**src/rtl/pe_dataflow_sequencer.sv**
```systemverilog
// Control sequencer for a PE (or a row of PEs on one control bus).
// Accepts a job (dataflow mode + reduction length), steps through
// PRELOAD/CLEAR, COMPUTE, PASS and DRAIN phases, and drives the PE control
// bundle. Every output is decoded from registered state only.
module pe_dataflow_sequencer #(
    parameter int          LEN_W        = 8,
    parameter int          DRAIN_CYCLES = 2,
    parameter logic [15:0] CFG_WS       = 16'h0000,
    parameter logic [15:0] CFG_OS       = 16'h0000,
    parameter logic [15:0] CFG_BYP      = 16'h0000,
    parameter logic [1:0]  MUX_WS       = 2'b00,
    parameter logic [1:0]  MUX_OS       = 2'b00,
    parameter logic [1:0]  MUX_BYP      = 2'b11
) (
    input  logic             clk,
    input  logic             reset,
    input  logic             start,
    input  logic [1:0]       mode,
    input  logic [LEN_W-1:0] k_len,
    input  logic             abort,
    output logic [15:0]      ctrl_crossbar_flat,
    output logic [1:0]       mux_sel,
    output logic             mac_enable,
    output logic             accum_clear,
    output logic             output_stationary_enable,
    output logic             busy,
    output logic             done,
    output logic [2:0]       phase
);

    // One counter serves both COMPUTE/PASS (length) and DRAIN, so it must
    // hold whichever of the two reload values is wider.
    localparam int DRN_W = $clog2(DRAIN_CYCLES + 1);
    localparam int CNT_W = (LEN_W > DRN_W) ? LEN_W : DRN_W;

    localparam logic [1:0] MODE_WS = 2'b00;
    localparam logic [1:0] MODE_OS = 2'b01;

    typedef enum logic [2:0] {
        S_IDLE    = 3'd0,
        S_PRELOAD = 3'd1,
        S_CLEAR   = 3'd2,
        S_COMPUTE = 3'd3,
        S_PASS    = 3'd4,
        S_DRAIN   = 3'd5,
        S_DONE    = 3'd6
    } state_t;

    state_t             state_q, state_d;
    logic [CNT_W-1:0]   cnt_q, cnt_d;
    logic [1:0]         mode_q, mode_d;
    logic [LEN_W-1:0]   len_q, len_d;

    // State, counter and latched job registers.
    always_ff @(posedge clk or posedge reset) begin
        if (reset) begin
            state_q <= S_IDLE;
            cnt_q   <= '0;
            mode_q  <= 2'b00;
            len_q   <= '0;
        end else begin
            state_q <= state_d;
            cnt_q   <= cnt_d;
            mode_q  <= mode_d;
            len_q   <= len_d;
        end
    end

    // Next-state logic; abort outranks every transition except from IDLE.
    always_comb begin
        state_d = state_q;
        cnt_d   = cnt_q;
        mode_d  = mode_q;
        len_d   = len_q;
        if (abort && state_q != S_IDLE) begin
            state_d = S_IDLE;
            cnt_d   = '0;
        end else begin
            unique case (state_q)
                S_IDLE: begin
                    if (start) begin
                        mode_d = mode;
                        len_d  = k_len;
                        if (k_len == '0) begin
                            state_d = S_DONE;
                        end else if (mode == MODE_WS) begin
                            state_d = S_PRELOAD;
                        end else if (mode == MODE_OS) begin
                            state_d = S_CLEAR;
                        end else begin
                            // Bypass skips setup, so load the counter from the
                            // port since len_q is not yet valid.
                            state_d = S_PASS;
                            cnt_d   = CNT_W'(k_len) - CNT_W'(1);
                        end
                    end
                end
                S_PRELOAD, S_CLEAR: begin
                    state_d = S_COMPUTE;
                    cnt_d   = CNT_W'(len_q) - CNT_W'(1);
                end
                S_COMPUTE: begin
                    if (cnt_q == '0) begin
                        state_d = S_DRAIN;
                        cnt_d   = CNT_W'(DRAIN_CYCLES - 1);
                    end else begin
                        cnt_d = cnt_q - CNT_W'(1);
                    end
                end
                S_PASS, S_DRAIN: begin
                    if (cnt_q == '0) begin
                        state_d = S_DONE;
                    end else begin
                        cnt_d = cnt_q - CNT_W'(1);
                    end
                end
                S_DONE: begin
                    state_d = S_IDLE;
                end
                default: begin
                    state_d = S_IDLE;
                    cnt_d   = '0;
                end
            endcase
        end
    end

    // Output decode from registered state and latched mode.
    always_comb begin
        ctrl_crossbar_flat       = CFG_BYP;
        mux_sel                  = MUX_BYP;
        mac_enable               = 1'b0;
        accum_clear              = 1'b0;
        output_stationary_enable = 1'b0;
        done                     = 1'b0;
        busy                     = (state_q != S_IDLE);
        phase                    = state_q;
        unique case (state_q)
            S_PRELOAD: begin
                mac_enable = 1'b1;
            end
            S_CLEAR: begin
                accum_clear = 1'b1;
            end
            S_COMPUTE: begin
                if (mode_q == MODE_WS) begin
                    ctrl_crossbar_flat = CFG_WS;
                    mux_sel            = MUX_WS;
                end else begin
                    ctrl_crossbar_flat       = CFG_OS;
                    mux_sel                  = MUX_OS;
                    mac_enable               = 1'b1;
                    output_stationary_enable = 1'b1;
                end
            end
            S_DRAIN: begin
                // WS keeps its routing while the pipeline flushes; OS results
                // shift out through the bypass path.
                if (mode_q == MODE_WS) begin
                    ctrl_crossbar_flat = CFG_WS;
                    mux_sel            = MUX_WS;
                end
            end
            S_DONE: begin
                done = 1'b1;
            end
            default: begin
            end
        endcase
    end

endmodule

```
**config.mk**
```make
export PLATFORM = sky130hd
export DESIGN_NAME = pe_dataflow_sequencer
export DESIGN_NICKNAME = d
export VERILOG_FILES = /design/src/rtl/pe_dataflow_sequencer.sv
export SDC_FILE = /design/constraint.sdc
export NUM_CORES = 1
export LEC_CHECK = 0
export ABC_AREA = 1
export CELL_PAD_IN_SITES_DETAIL_PLACEMENT = 0
export CELL_PAD_IN_SITES_GLOBAL_PLACEMENT = 2
export CORE_MARGIN = 2
export CORE_UTILIZATION = 24
export CTS_CLUSTER_SIZE = 16
export DETAILED_ROUTE_END_ITERATION = 8
export PLACE_DENSITY_LB_ADDON = 0.1
export SETUP_SLACK_MARGIN = 0.5
export SLEW_MARGIN = 20
export SYNTH_ARGS = -nofsm -noshare
export SYNTH_HDL_FRONTEND = slang
export SYNTH_SLANG_ARGS = --single-unit
```
**constraint.sdc**
```tcl
create_clock -name clk -period 2.1 [get_ports clk]
set_clock_uncertainty 0.1 [all_clocks]
set_input_delay 0.21 -clock clk [delete_from_list [all_inputs] [get_ports clk]]
set_output_delay 0.21 -clock clk [all_outputs]
set_load 0.02 [all_outputs]
```
Figure 1. I/O pins on the die edge (run 1).
Scale bar: 20 um. Pins as bars across the die edge, other pins in grey.
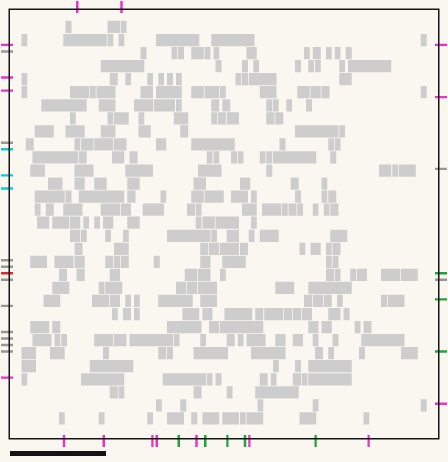
| port | colour | pins | direction | edge |
|---|---|---|---|---|
| ctrl_crossbar_flat | magenta | 16 | output | 7 bottom, 4 left, 3 right, 2 top |
| k_len | green | 8 | input | 5 bottom, 3 right |
| busy | red | 1 | output | left |
| phase | cyan | 3 | output | left |
all pins by edge: 18 left, 12 bottom, 8 right, 2 top
die extent in y: 89.2 um
Chip Width: 89.2 um
number of buffer cells added on primary ports: 23

Figure 2. M3 wires (run 1).
Scale bar: 20 um.
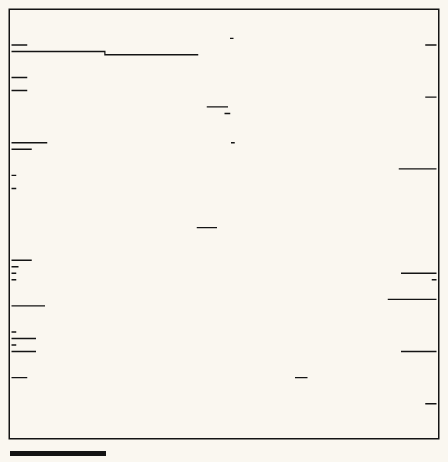
nets with wire on the layer: 30
share of all routed wire: 2.9%

==> notes.md, run 1 <==
The flow run is done. Maximum clock insertion buffer count landed at 2. The later pin in the worst-skew pair is clocked with a latency of 0.27 ns. The report shows a maximum critical-path fanout of 5. TritonRoute reported its final design rule violation total as 0.

The clock tree has to reach 21 sinks. For this design the static power due to leakage is 1.26 nW. Internal power landed at 1.96 mW. Total global-route track usage landed at 0.132. The cell type that accounts for the most area after synthesis is dfrtp_1. Count of H-tree levels built during CTS landed at 1. CTS placed an instance of clkbuf_8 at the clock tree root.

Wire length of the first global-routing pass landed at 8040 um. For reference, the critical path is launched at phase[0]$_DFFE_PP0P_. Final total power landed at 3.94 mW. In this run the cell area measured after placement is 2110 um^2. Once detail routing completed, the nets flagged for antenna violations numbered 0. Minimum setup slack among reg-to-reg paths landed at 0.23 ns. The tightest min-delay check is of the in2async type. Critical path data arrival time landed at 1.95 ns. The critical path is of the reg2reg type. STA lists the endpoint of the worst register-to-register path as cnt_q[5]$_DFFE_PP0P_. The last timing report of the flow puts the setup violation total at 0. The congestion estimate from routability-driven global placement came to 0.713. Share of synthesized cell area in and-or and or-and compound cells landed at 0.113. Per the synthesis report, the adder-cell share of the synthesized area is 0.0215. Pins over their slew limit in the final report were tallied at 0. The final timing report derives a shortest allowable period of about 1.9 ns. Worst IR drop on VDD landed at 0.000588 V. The startpoint identified for the worst register-to-register timing path is phase[0]$_DFFE_PP0P_.

Switching component of the power landed at roughly 2.0 mW. Sequential group share of total power landed at 0.185. Per the synth stats, the flop cell with the highest instance count is dfrtp_1. Areal power density over the cells landed at approximately 1600 nW/um^2.

Wires add up to about 4800 um. The synthesized design contains 0 enable-type register cells. Post-route period utilization is reported as 0.892. Max-cap violation count landed at 0. Async set-or-reset flop fraction in the synthesized netlist landed at 1.00. Non-filler instance count after layout landed at 409. Total number of nets in the final design landed at 328. Layout cell share with drive strength beyond 1 landed at 0.335. Following the worst setup path forward leads to its endpoint at cnt_q[5]$_DFFE_PP0P_. The number of antenna violations at the first check in global routing came to 0. Yosys shows that the main logic family after synthesis is simple AND/OR/NAND/NOR gates. Yosys stat counts 258 cells in the synthesized netlist. Routed via count landed at 1701. The post-synth register bit count is 21. Unique cell type count in the Yosys netlist landed at 33. The most common cell in the synthesized netlist is nand2_1.

Top cell type's share of synthesized area landed at 0.302. The worst setup path is launched from a register. Sequential cell area fraction in the yosys report landed at 0.302. Gate count of the mapped netlist landed at around 260. After synthesis, the share of cell area in mux cells is 0.00646.

In the post-synthesis netlist, the biggest area contributors are dfrtp_1 30%, nand2_1 15%, inv_1 8.6%. The worst register-to-register path has a depth of 15. Final number of hold-violating endpoints landed at 0. The floorplan step records an initial core utilization of 0.244. Area fraction in and, or, nand and nor cells landed at 0.368. TritonCTS built the clock tree. The timing report gives the clock slew at the launch and capture registers of the worst setup and hold paths as 0.10 ns. Using the TritonRoute via totals, the vias-per-cell ratio works out to 4.16. For this run the aggregate overflow at the end of global routing stands at 0. At the worst endpoint, the required time is approximately 2.2 ns. The share of total power dissipated in the clock network is 0.075. Setup repair after global routing could not meet its margin everywhere. Number of placement rows landed at 31.

For this run, the detailed router's first-pass iteration total came to 4. After clock tree synthesis, the flow added hold-fix buffers numbering 0. Total tool warning count landed at 30. Summing every instance area after synthesis gives 1740 um^2. The overall die size recorded for this design is 7960 um^2. Pin count of the biggest net entering global routing landed at 22. Number of buffers inserted during clock tree synthesis landed at 3. By count the netlist is led by 69 x nand2_1, 40 x inv_1, 26 x nand3_1. Placeable core region landed at 7140 um^2.

Per-cell routed wire length landed at around 12 um. STA classifies the critical path endpoint as a register. The power report attributes to the combinational group a share of 0.741.

For the final routed database, the setup TNS stands at 0 ns. Top achievable clock speed landed at 0.534 GHz. Starting DRC count in detailed routing landed at 44. The run finished with clean final reports. The via count of the first global-routing pass is 1652.
Figure 3. Sizing map (run 1).
Scale bar: 20 um.
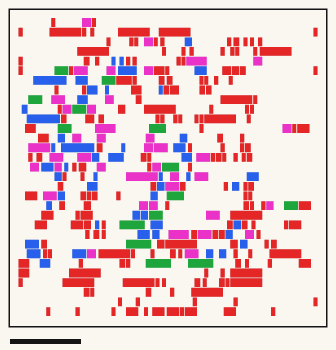
| size | colour | cells | share |
|---|---|---|---|
| _0 and _1 cells | red | 206 | 66% |
| _2 cells | blue | 50 | 16% |
| _3 and _4 cells | magenta | 40 | 13% |
| _6 and larger | green | 14 | 4.5% |
fin area: 2490 um^2
area growth from synthesis to layout: 43.1%
count of plain and timing-repair buffers: 52
final setup margin: 0.227 ns

-- run 1: worst max-delay path, stage by stage, from the launching register on --
cell	delay, ns
dfrtp_2	0.42
buf_6	0.14
nor2_4	0.09
nand2_4	0.09
buf_12	0.14
buf_12	0.12
nand3_1	0.12
nand2_4	0.07
nand2_4	0.09
inv_1	0.06
nand2_1	0.06
nand2_1	0.04
nand3_1	0.08
nand2_1	0.06
nand2_1	0.05
nand2_1	0.04
-- run 1: placed cells by master (no fill, tap or decap), types with 2 or more instances in the layout --
cell type / Yosys / routed
buf_6: 0 / 7
inv_4: 0 / 2
nand3_1: 26 / 20
a21oi_1: 3 / 2
nand2_4: 5 / 7
conb_1: 1 / 16
nor2_2: 2 / 2
nand2_2: 5 / 14
o22ai_1: 2 / 2
inv_1: 40 / 29
dfrtp_2: 0 / 3
dlygate4sd2_1: 0 / 4
inv_2: 2 / 11
dfrtp_1: 21 / 18
o21ai_4: 0 / 2
clkdlybuf4s50_1: 0 / 13
o31ai_1: 2 / 2
o21ai_2: 3 / 4
clkbuf_8: 0 / 3
nor2_1: 16 / 13
o21ai_0: 21 / 15
nor2_4: 2 / 5
buf_12: 1 / 3
nand3_2: 1 / 6
nand4_1: 4 / 4
buf_4: 17 / 21
o21ai_1: 1 / 4
nand2_1: 69 / 57
clkdlybuf4s15_2: 0 / 2
-- run 1: layer usage --
metal	up-vias	wire length [um]	GRT usage
li1	888	-	-
met1	775	2360	0.184
met2	34	2290	0.211
met3	4	138	0.0203
met4	0	57	0.0407
met5	-	0	0
-- run 1: area by class of cell --
cell class	instances	area, um^2
clock buffer	4	45.0
fill	799	4640
inverter	42	163
multi-input combinational	191	1140
sequential	21	529
tap	99	124
timing repair buffer	52	494
-- run 1: per-stage QoR --
stage | setup slack [ns] | util | hold slack (ns)
finish | 0.227 | 0.350 | 0.176
global route | 0.110 | 0.350 | 0.245
detailed placement | 0.102 | 0.296 | 0.377
global placement | 0.130 | 0.296 | 0.373
CTS | 0.239 | 0.330 | 0.195
floorplan | 0.248 | - | 0.0863
-- run 1: registers in the layout, indices dropped and copies added, names as in the netlist --
| signal | count |
|---|---|
| len_q | 8 |
| mode_q | 2 |
| phase | 3 |
| cnt_q | 8 |
-- run 1: kinds of logic (layout without fill, tap and decap cells) --
logic type,after synthesis,in the layout
multiplexers,1,1
buffers and inverters,61,98
AND-OR/OR-AND,34,34
adder cells (fa/ha/maj),3,3
flip-flops,21,21
XOR/XNOR,2,2
AND/OR/NAND/NOR,135,135
other,1,16
-- run 1: power groups by stage --
stage | registers (mW) | clock network (mW) | logic [mW]
5_1_grt | 0.752 | 0.321 | 3.29
2_1_floorplan | 0.756 | 0 | 1.69
4_1_cts | 0.725 | 0.301 | 2.73
6_report | 0.727 | 0.294 | 2.92
3_5_place_dp | 0.761 | 0 | 2.31
3_3_place_gp | 0.767 | 0 | 2.33
-- run 1: timing repair --
| item | 4_1_cts | 5_1_grt |
|---|---|---|
| setup buffers | 13 | 8 |
| gates resized | 54 | 25 |
| pin swaps | 4 | 6 |
| endpoints found under the setup margin | 30 | 29 |
Figure 4. Placement view (run 1).
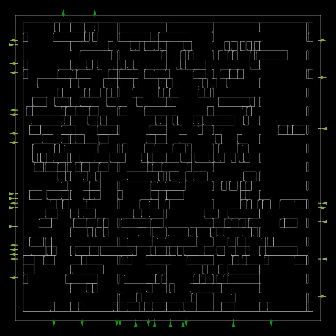

--- run 2 (diff from run 1) ---
--- a/config.mk
+++ b/config.mk
@@ -8,7 +8,7 @@
 export ABC_AREA = 1
 export CELL_PAD_IN_SITES_DETAIL_PLACEMENT = 0
 export CELL_PAD_IN_SITES_GLOBAL_PLACEMENT = 2
-export CORE_MARGIN = 2
+export CORE_MARGIN = 5
 export CORE_UTILIZATION = 24
 export CTS_CLUSTER_SIZE = 16
 export DETAILED_ROUTE_END_ITERATION = 8
Figure 5. Placement view (run 2).
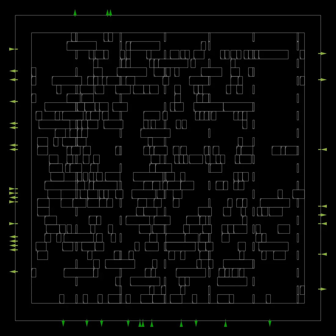
post-layout instance count excluding filler cells: 406
fill count: 793
core area: 7180 um^2
number of sequential storage elements: 21

Figure 6. Signal wires by layer (run 2).
Scale bar: 20 um.
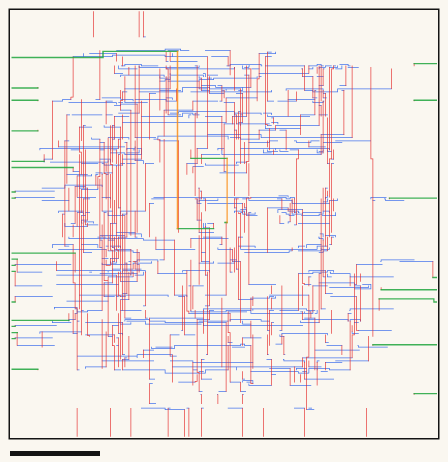
| layer | colour | wire length |
|---|---|---|
| metal 1 | blue | 2250 um |
| metal 2 | red | 2440 um |
| metal 4 | orange | 53.7 um |
| metal 3 | green | 198 um |

Figure 7. M3 wires (run 2).
Scale bar: 20 um.
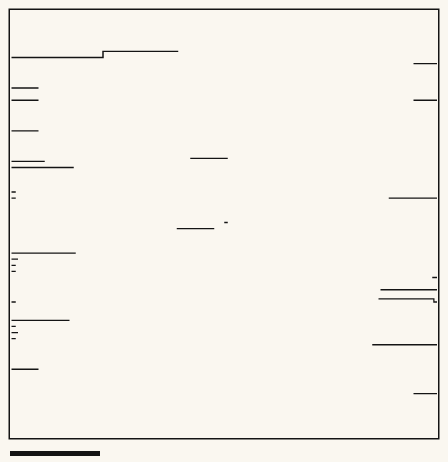
main direction: horizontal
share of all routed wire: 4.0%
wire length on this layer: 198 um
nets with wire on the layer: 27
longest straight run: 20.2 um
routed wire length: 4940 um
overall via count from detail_route: 1684
met3 global-route usage: 0.0237

==> run 2 against run 1 <==
  * Clock power is 4% lower
  * Core utilization shrank 0.38 points
  * Largest power group unchanged
  * Power is 0.84% higher
  * Worst hold slack improved by 0.0069 ns
  * Area after synthesis stayed put
==> notes.md, run 2 <==
The flow run is done. The number of placement rows was 31 (unchanged). The number of port buffers is 23 (unchanged). Highest-count cells in the layout ignoring fill and taps: 59 x nand2_1, 29 x inv_1, 20 x buf_4 (was 57 x nand2_1, 29 x inv_1, 21 x buf_4). The number of buffers inserted during clock tree synthesis was 3 (unchanged). The worst hold-check path type is in2async (unchanged). The worst flop-to-flop path endpoint is cnt_q[6]$_DFFE_PP0P_ (was cnt_q[5]$_DFFE_PP0P_). Layout cell share with drive strength beyond 1 landed at 0.322 (was 0.335). The TritonCTS clock tree is done (unchanged). Worst setup slack after placement landed at 0.107 ns (was 0.102 ns). Die area landed at 9070 um^2 (was 7960 um^2). The number of search-and-repair iterations in the first detailed-routing pass is 4 (unchanged). Count of hold-fix buffers inserted at cts landed at 0 (unchanged). The unique cell type count in the Yosys netlist is 33 (unchanged). Synthesized chip area reported by yosys landed at 1740 um^2 (unchanged). Final tally of max-slew violations landed at 0 (unchanged). Internal power landed at 1.98 mW (was 1.96 mW). Endpoint required time on the critical path landed at 2.17 ns (was 2.18 ns). Antenna cell count landed at 0 (unchanged). The clock root buffer is clkbuf_8 (unchanged). The overall overflow remaining after global route was 0 (unchanged). Areal power density over the cells landed at 1600 nW/um^2 (was 1580 nW/um^2). The starting DRC count in detailed routing came to 34 (was 44).

The vias per cell came to 4.15 (was 4.16). Placed wire-length estimate landed at 3880 um (was 3650 um). The dominant cell type by area after synthesis is dfrtp_1 (unchanged). Wire length of the first global-routing pass landed at 8220 um (was 8040 um). Via count of the first global-routing pass landed at 1730 (was 1652). Final number of hold-violating endpoints landed at 0 (unchanged). The number of clock sinks came to 21 (unchanged). The startpoint type of the worst setup path was a register (unchanged). Sequential group share of total power landed at 0.184 (was 0.185). The die width was 95.2 um (was 89.2 um). The die outline height was 95.2 um (was 89.2 um). Outcome: finished, final reports clean (unchanged). Post-synthesis cell area landed at 1740 um^2 (unchanged). The post-route minimum period came to 1.85 ns (was 1.87 ns).

Critical path data arrival time landed at 1.92 ns (was 1.95 ns). Count of H-tree levels built during CTS landed at 1 (unchanged). Total global-route track usage landed at 0.117 (was 0.132). Count of flip-flops with a built-in enable after synthesis landed at 0 (unchanged). Final total power landed at 3.97 mW (was 3.94 mW). Biggest fanout along the worst timing path landed at 7 (was 5). Largest cells by area after synthesis: dfrtp_1 30%, nand2_1 15%, inv_1 8.6% (unchanged).

Maximum clock insertion buffer count landed at 2 (unchanged). The final routed DRC violation total is 0 (unchanged). The initial standard-cell utilization of the core was 0.243 (was 0.244). The most frequent cell after synthesis was nand2_1 (unchanged). The leakage power of the design came to 1.25 nW (was 1.26 nW).

The share of the cycle needed by the critical path after routing is 0.881 (was 0.892). Combinational power share landed at 0.744 (was 0.741). Clock latency on the worst-skew pair landed at 0.27 ns (about the same). Flip-flop and latch count after synthesis landed at 21 (unchanged). The average footprint of a synthesized cell was 6.76 um^2 (unchanged).

Number of placed I/O pins landed at 40 (unchanged). The gate count of the mapped netlist was 258 (unchanged). RSZ-0062 raised after global routing: true (unchanged).

The sequential cell area fraction in the yosys report was 0.302 (unchanged). Top cell type's share of synthesized area landed at 0.302 (unchanged). The switching component of the power is 1.99 mW (was 1.98 mW). The most frequent logic cell in the layout is nand2_1 (unchanged). The origin of the worst setup path is phase[1]$_DFFE_PP0P_ (was phase[0]$_DFFE_PP0P_). Count of endpoints failing setup in the final report landed at 0 (unchanged).

Total number of nets in the final design landed at 325 (was 328). The predominant post-synthesis flop cell is dfrtp_1 (unchanged). The per-cell routed wire length came to 12.2 um (was 11.8 um). Top achievable clock speed landed at 0.541 GHz (was 0.534 GHz). The pin count of the biggest net entering global routing came to 22 (unchanged). Worst IR drop on VDD landed at 0.000706 V (was 0.000588 V). The weighted congestion at the end of routability-driven global placement was 0.770 (was 0.713). The sort of element at the end of the critical path is a register (unchanged). Number of warnings printed during yosys synthesis landed at 0 (unchanged).

Share of total power in the clock network landed at 0.071 (was 0.075). The number of antenna violations at the first check in global routing was 0 (unchanged). Async set-or-reset flop fraction in the synthesized netlist landed at 1.00 (unchanged). The type of the worst setup path is reg2reg (unchanged). The minimum setup slack in the final design was 0.250 ns (was 0.227 ns).

The relative area change from synthesis to final layout was 42.4% (was 43.1%). The total tool warning count is 30 (unchanged). The max-cap violation count is 0 (unchanged). Final setup TNS landed at 0 ns (unchanged). The clock slew seen by the registers of the worst setup and hold paths came to 0.08 ns (was 0.10 ns).

Top post-synthesis cells by count: 69 x nand2_1, 40 x inv_1, 26 x nand3_1 (unchanged). The minimum setup slack among reg-to-reg paths was 0.25 ns (was 0.23 ns). The beginning of the worst register-to-register path is phase[1]$_DFFE_PP0P_ (was phase[0]$_DFFE_PP0P_). The depth of the worst register-to-register path came to 13 (was 15). The number of cells in the yosys synthesis report was 258 (unchanged). Residual antenna-violating net count after detailed routing landed at 0 (unchanged).
-- run 2: cell counts after synthesis --
Identical to the previous run, type by type.
-- run 2: kinds of logic after synthesis --
group                    count (synthesis)  share of synthesized area
AND-OR/OR-AND                           34                      0.113
XOR/XNOR                                 2                     0.0101
adder cells (fa/ha/maj)                  3                     0.0215
buffers and inverters                   61                      0.177
flip-flops                              21                      0.302
multiplexers                             1                    0.00646
other                                    1                    0.00215
AND/OR/NAND/NOR                        135                      0.368
-- run 2: per-stage QoR --
stage | utilization | hold WS, ns | cells | area [um^2]
2_1_floorplan | - | 0.0863 | 273 | 1850
3_3_place_gp | 0.295 | 0.372 | 384 | 2110
3_5_place_dp | 0.295 | 0.377 | 384 | 2110
4_1_cts | 0.336 | 0.195 | 402 | 2410
5_1_grt | 0.346 | 0.221 | 406 | 2480
6_report | 0.346 | 0.183 | 406 | 2480
-- run 2: how the worst max path moves through the flow --
stage,endpoint,depth (start not counted)
after floorplan,cnt_q[6]$_DFFE_PP0P_,16
after global placement,cnt_q[4]$_DFFE_PP0P_,9
after detailed placement,cnt_q[4]$_DFFE_PP0P_,9
after CTS,cnt_q[4]$_DFFE_PP0P_,14
after global routing,cnt_q[6]$_DFFE_PP0P_,14
final,cnt_q[6]$_DFFE_PP0P_,13
-- run 2: power by group through the flow --
stage	Combinational [mW]	Clock [mW]	Sequential [mW]
floorplan	1.69	0	0.756
global placement	2.34	0	0.763
detailed placement	2.32	0	0.760
CTS	2.85	0.302	0.736
global route	3.30	0.320	0.757
finish	2.96	0.283	0.731
-- run 2: repair_timing --
item                                    in CTS  in global routing
pin swaps                                   11                  6
gates resized                               69                 10
endpoints found under the setup margin      28                 28
setup buffers                               14                  4
-- run 2: final cells by class --
cell class	count	area, um^2	area share
Clock buffer	4	45.0	0.0182
Sequential cell	21	529	0.213
Timing Repair Buffer	49	453	0.183
Inverter	42	163	0.0656
Multi-Input combinational cell	191	1170	0.470
Tap cell	99	124	0.0499
-- run 2: routing by layer --
| layer | global-route usage | up-vias | part of all wire |
|---|---|---|---|
| li1 | - | 879 | - |
| met1 | 0.147 | 773 | 0.46 |
| met2 | 0.200 | 28 | 0.49 |
| met3 | 0.0237 | 4 | 0.040 |
| met4 | 0.0397 | 0 | 0.011 |
| met5 | 0 | - | 0 |
-- run 2: worst max-delay path, cell delays in order, from the launching register on --
cell     delay [ns]
dfrtp_2        0.44
buf_4          0.15
nand2_4        0.11
buf_12         0.13
nand3_2        0.09
nand2_4        0.09
ha_4           0.15
nand2_4        0.06
nor2_4         0.12
nand3_1        0.09
nand3_2        0.08
nand2_1        0.05
nand2_1        0.05
nand2_1        0.04
Power is estimated from default activity; no workload was simulated.
